### src/rtl/irq_pending_capture_if.sv
// irq_pending_capture_if
// Groups the request, mask, acknowledge and encoder-facing signals of the
// irq_pending_capture stage so that they can be passed around as one bundle.
//   req_in   [3:0] raw asynchronous requests, bit k is channel k
//   mask     [3:0] per-channel presentation enable
//   ack            single-cycle acknowledge strobe
//   ack_id   [1:0] channel being acknowledged
//   ovf_clr        clears all overflow flags
//   i0..i3         masked pending bits towards the priority encoder
//   irq            OR of i0..i3
//   pending  [3:0] raw pending flops
//   ovf      [3:0] sticky per-channel overflow flags
// master: the side that drives requests and consumes the encoder inputs.
// slave : the capture stage itself.
interface irq_pending_capture_if;
  logic [3:0] req_in;
  logic [3:0] mask;
  logic       ack;
  logic [1:0] ack_id;
  logic       ovf_clr;
  logic       i0;
  logic       i1;
  logic       i2;
  logic       i3;
  logic       irq;
  logic [3:0] pending;
  logic [3:0] ovf;

  modport master (
    output req_in, mask, ack, ack_id, ovf_clr,
    input  i0, i1, i2, i3, irq, pending, ovf
  );

  modport slave (
    input  req_in, mask, ack, ack_id, ovf_clr,
    output i0, i1, i2, i3, irq, pending, ovf
  );
endinterface

### src/rtl/irq_pending_capture.sv
// irq_pending_capture
// Four-channel request capture stage feeding a 4-input priority encoder.
// Each raw request is synchronised through SYNC_STAGES flops, turned into an
// event (rising edge in edge mode, level in level mode) and held in a pending
// flop until the consumer acknowledges that channel. A new event on a channel
// whose previous event is still pending raises a sticky overflow flag.
//   clk    rising-edge clock
//   rst_n  asynchronous active-low reset, clears every flop
//   bus    irq_pending_capture_if.slave (see interface header for signals)
// Parameters:
//   SYNC_STAGES  synchroniser depth, 2..4
//   EDGE_MODE    1 = rising-edge sticky capture, 0 = pending follows level
module irq_pending_capture #(
  parameter int SYNC_STAGES = 2,
  parameter bit EDGE_MODE   = 1'b1
) (
  input  logic                        clk,
  input  logic                        rst_n,
  irq_pending_capture_if.slave        bus
);

  logic [3:0] sync_q [SYNC_STAGES];
  logic [3:0] dly_q;
  logic [3:0] pending_q;
  logic [3:0] ovf_q;

  logic [3:0] sync_s;
  logic [3:0] rise;
  logic [3:0] ack_hit;
  logic [3:0] ovf_set;
  logic [3:0] pending_nxt;
  logic [3:0] ovf_nxt;
  logic [3:0] presented;

  assign sync_s = sync_q[SYNC_STAGES-1];
  assign rise   = sync_s & ~dly_q;

  // ack_id only matters while the strobe is high.
  assign ack_hit = bus.ack ? (4'b0001 << bus.ack_id) : 4'b0000;

  // Synchroniser chain plus one extra delay flop for edge detection. All of
  // it is cleared by reset so a request held high across reset release is
  // seen as exactly one fresh rising edge.
  always_ff @(posedge clk or negedge rst_n) begin
    if (!rst_n) begin
      for (int j = 0; j < SYNC_STAGES; j++) begin
        sync_q[j] <= 4'b0000;
      end
      dly_q <= 4'b0000;
    end else begin
      sync_q[0] <= bus.req_in;
      for (int j = 1; j < SYNC_STAGES; j++) begin
        sync_q[j] <= sync_q[j-1];
      end
      dly_q <= sync_s;
    end
  end

  // Edge mode: a rise sets pending and beats a same-cycle ack, and an ack that
  // coincides with the rise also suppresses overflow (the event simply
  // re-pends). A set condition beats ovf_clr.
  // Level mode: pending mirrors the synchronised level except for the single
  // cycle in which that channel is acknowledged; overflow never fires.
  always_comb begin
    pending_nxt = pending_q;
    ovf_nxt     = ovf_q;
    ovf_set     = 4'b0000;
    if (EDGE_MODE) begin
      ovf_set     = rise & pending_q & ~ack_hit;
      pending_nxt = (pending_q & ~ack_hit) | rise;
      ovf_nxt     = (bus.ovf_clr ? 4'b0000 : ovf_q) | ovf_set;
    end else begin
      pending_nxt = sync_s & ~ack_hit;
      ovf_nxt     = 4'b0000;
    end
  end

  always_ff @(posedge clk or negedge rst_n) begin
    if (!rst_n) begin
      pending_q <= 4'b0000;
      ovf_q     <= 4'b0000;
    end else begin
      pending_q <= pending_nxt;
      ovf_q     <= ovf_nxt;
    end
  end

  // Masking only hides a channel from the encoder; capture carries on.
  assign presented   = pending_q & bus.mask;
  assign bus.i0      = presented[0];
  assign bus.i1      = presented[1];
  assign bus.i2      = presented[2];
  assign bus.i3      = presented[3];
  assign bus.irq     = |presented;
  assign bus.pending = pending_q;
  assign bus.ovf     = ovf_q;

endmodule
### src/flat_wrapper.sv
// flat-port wrapper written by rule: the top's interface ports become plain ports
module irq_pending_capture_flat 
#(
  parameter int SYNC_STAGES = 2,
  parameter bit EDGE_MODE   = 1'b1
)
  (clk, rst_n, bus_req_in, bus_mask, bus_ack, bus_ack_id, bus_ovf_clr, bus_i0, bus_i1, bus_i2, bus_i3, bus_irq, bus_pending, bus_ovf);
  irq_pending_capture_if bus_i ();
  input  logic clk;
  input  logic rst_n;
  input wire logic [$bits(bus_i.req_in)-1:0] bus_req_in;
  input wire logic [$bits(bus_i.mask)-1:0] bus_mask;
  input wire logic [$bits(bus_i.ack)-1:0] bus_ack;
  input wire logic [$bits(bus_i.ack_id)-1:0] bus_ack_id;
  input wire logic [$bits(bus_i.ovf_clr)-1:0] bus_ovf_clr;
  output wire logic [$bits(bus_i.i0)-1:0] bus_i0;
  output wire logic [$bits(bus_i.i1)-1:0] bus_i1;
  output wire logic [$bits(bus_i.i2)-1:0] bus_i2;
  output wire logic [$bits(bus_i.i3)-1:0] bus_i3;
  output wire logic [$bits(bus_i.irq)-1:0] bus_irq;
  output wire logic [$bits(bus_i.pending)-1:0] bus_pending;
  output wire logic [$bits(bus_i.ovf)-1:0] bus_ovf;
  assign bus_i.req_in = bus_req_in;
  assign bus_i.mask = bus_mask;
  assign bus_i.ack = bus_ack;
  assign bus_i.ack_id = bus_ack_id;
  assign bus_i.ovf_clr = bus_ovf_clr;
  assign bus_i0 = bus_i.i0;
  assign bus_i1 = bus_i.i1;
  assign bus_i2 = bus_i.i2;
  assign bus_i3 = bus_i.i3;
  assign bus_irq = bus_i.irq;
  assign bus_pending = bus_i.pending;
  assign bus_ovf = bus_i.ovf;
  irq_pending_capture #(.SYNC_STAGES(SYNC_STAGES), .EDGE_MODE(EDGE_MODE)) u_core (.clk(clk), .rst_n(rst_n), .bus(bus_i));
endmodule
### config.mk
export PLATFORM = sky130hd
export DESIGN_NAME = irq_pending_capture_flat
export DESIGN_NICKNAME = d
export VERILOG_FILES = /design/src/rtl/irq_pending_capture_if.sv /design/src/rtl/irq_pending_capture.sv /design/src/flat_wrapper.sv
export SDC_FILE = /design/constraint.sdc
export NUM_CORES = 1
export LEC_CHECK = 0
export CAP_MARGIN = 20
export CORE_MARGIN = 2
export CORE_UTILIZATION = 40
export CTS_CLUSTER_DIAMETER = 200
export DETAILED_ROUTE_END_ITERATION = 10
export PLACE_DENSITY = 0.84
export SLEW_MARGIN = 20
export SYNTH_ARGS = -nofsm -noshare
export SYNTH_HDL_FRONTEND = slang
export SYNTH_SLANG_ARGS = --single-unit
### constraint.sdc
create_clock -name clk -period 1.3 [get_ports clk]
set_input_delay 0.195 -clock clk [delete_from_list [all_inputs] [get_ports clk]]
set_output_delay 0.195 -clock clk [all_outputs]
set_load 0.1 [all_outputs]
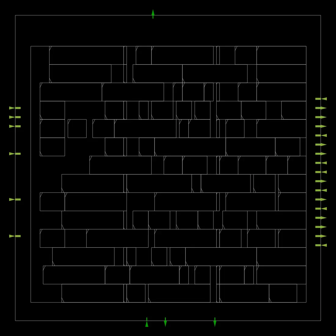
placement.png
Tap Cells: 16
Row Count: 14
Flop Count: 20
final standard cell count with taps included and fillers excluded: 105

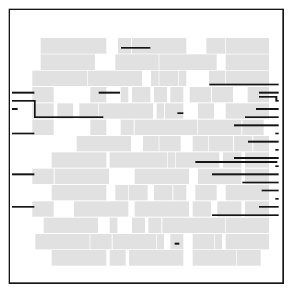
layer_met3.png
(6 px per µm)
26 nets have wire on it. The layer carries 134 µm of wire.

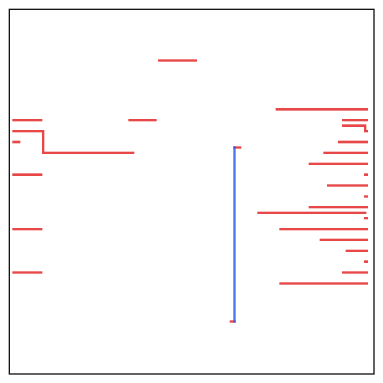
wires.png
(8 px per µm) Two of the layers only.
Key: blue = metal 4 [wire length 21.8 µm]; red = metal 3 [wire length 134 µm]

==> flow_summary.html <==
<h2>Implementation results</h2>
<table>
<tr><th>Metric</th><th>Value</th></tr>
<tr><th colspan="2">Worst setup path</th></tr>
<tr><td>Number of cell instances on the worst register-to-register path</td><td>4</td></tr>
<tr><td>WP data required</td><td>1110 ps</td></tr>
<tr><th colspan="2">Synthesis</th></tr>
<tr><td>Part of the Yosys area used for sequential elements</td><td>0.730</td></tr>
<tr><td>Xor/xnor cell area share of the yosys netlist</td><td>0</td></tr>
<tr><td>Synth Instances</td><td>49</td></tr>
<tr><td>List of most frequent post-synthesis cells</td><td>dfrtp_1 (20), inv_1 (8), nand2b_1 (4), o22ai_1 (4), o41ai_1 (4)</td></tr>
<tr><td>MUX area fraction</td><td>0</td></tr>
<tr><td>Most common cell in the synthesized netlist</td><td>dfrtp_1</td></tr>
<tr><th colspan="2">Cells and area</th></tr>
<tr><td>Repair and plain buffers</td><td>36</td></tr>
<tr><td>Final standard cell utilization of the core</td><td>0.808</td></tr>
<tr><td>Non-clk invs</td><td>8</td></tr>
<tr><td>Fraction of area in non-clock buffers</td><td>0.384</td></tr>
<tr><td>Combinational share of cell area</td><td>0.129</td></tr>
<tr><td>Fill cell total of the finished layout</td><td>98</td></tr>
<tr><td>Final Net Count</td><td>104</td></tr>
<tr><th colspan="2">Outcome</th></tr>
<tr><td>Outcome</td><td>finished, violations left</td></tr>
<tr><td>Failing checks</td><td>setup timing</td></tr>
<tr><th colspan="2">Die</th></tr>
<tr><td>Overall chip area</td><td>2060 µm²</td></tr>
<tr><td>Io pins</td><td>27</td></tr>
<tr><td>Die outline width</td><td>45.4 µm</td></tr>
<tr><th colspan="2">Final timing</th></tr>
<tr><td>Count of endpoints failing setup in the final report</td><td>6</td></tr>
<tr><td>Worst hold slack after final layout</td><td>218 ps</td></tr>
<tr><td>Final slew viol count</td><td>0</td></tr>
<tr><td>Final critical-path setup slack</td><td>-525 ps</td></tr>
<tr><th colspan="2">Clock tree</th></tr>
<tr><td>Number of buffers between clock root and the deepest sink</td><td>2</td></tr>
<tr><td>Clock latency on the worst-skew pair</td><td>290 ps</td></tr>
<tr><td>Post_cts resized</td><td>4</td></tr>
<tr><td>Root cell of the clock tree</td><td>clkbuf_4</td></tr>
<tr><th colspan="2">Drt</th></tr>
<tr><td>WL per Instance</td><td>15.5 µm</td></tr>
<tr><td>DR WL met2</td><td>897 µm</td></tr>
<tr><td>Routed via count divided by cell count</td><td>5.18</td></tr>
<tr><td>Highest metal layer used by the detailed router</td><td>met4</td></tr>
<tr><th colspan="2">Global route</th></tr>
<tr><td>Vias in the first global route</td><td>591</td></tr>
<tr><td>Met2 global-route usage</td><td>0.332</td></tr>
<tr><th colspan="2">Place</th></tr>
<tr><td>Detail Placement HPWL</td><td>1.30 mm</td></tr>
<tr><td>Inst Count DP</td><td>100</td></tr>
<tr><th colspan="2">Run</th></tr>
<tr><td>Max-capacitance violation count</td><td>0</td></tr>
<tr><th colspan="2">Min path</th></tr>
<tr><td>HP Class</td><td>in -&gt; async</td></tr>
</table>
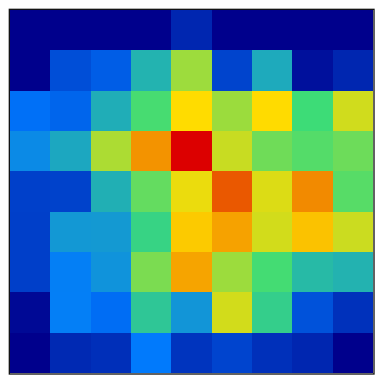
metal_density.png
(8 px per µm) 9 x 9 tiles, from dark blue (low) to red (high), scaled to the fullest tile. Values are wire area over tile area, all layers added.
The densest ninth of the die: center. 37% of the tiles are over half the peak. The mean over all tiles is 0.13.

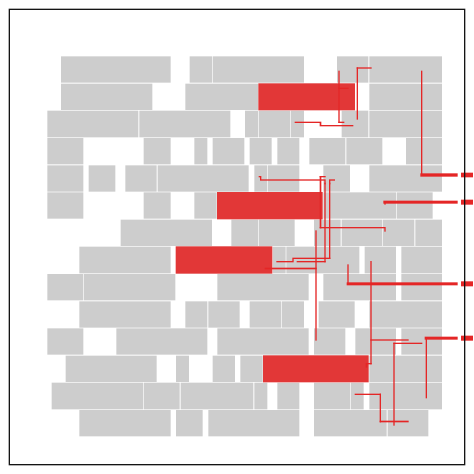
io_fan.png
(10 px per µm)
Key: red = bus_pending [bits 4, direction output, edge right, end cells 4, wire 155 µm]

## power by group
| group | internal (mW) | total [mW] | leakage, nW | switching [mW] |
|---|---|---|---|---|
| Sequential | 0.674 | 0.707 | 0.230 | 0.0336 |
| Clock | 0.312 | 0.489 | 0.0279 | 0.177 |
| Combinational | 0.283 | 0.704 | 0.340 | 0.420 |
| Total | 1.27 | 1.90 | 0.598 | 0.631 |
## placed cells by master, fill, tap and decap left out
cell,count
and2_4,4
and3_1,1
and3b_1,2
buf_12,13
buf_4,5
buf_6,5
bufinv_16,1
clkbuf_4,3
clkdlybuf4s50_1,13
dfrtp_1,16
dfrtp_2,2
dfrtp_4,2
inv_1,8
nand2b_1,4
nor3b_1,1
o22ai_1,4
o41ai_1,4
or4_4,1
Power and IR drop assume default switching activity.
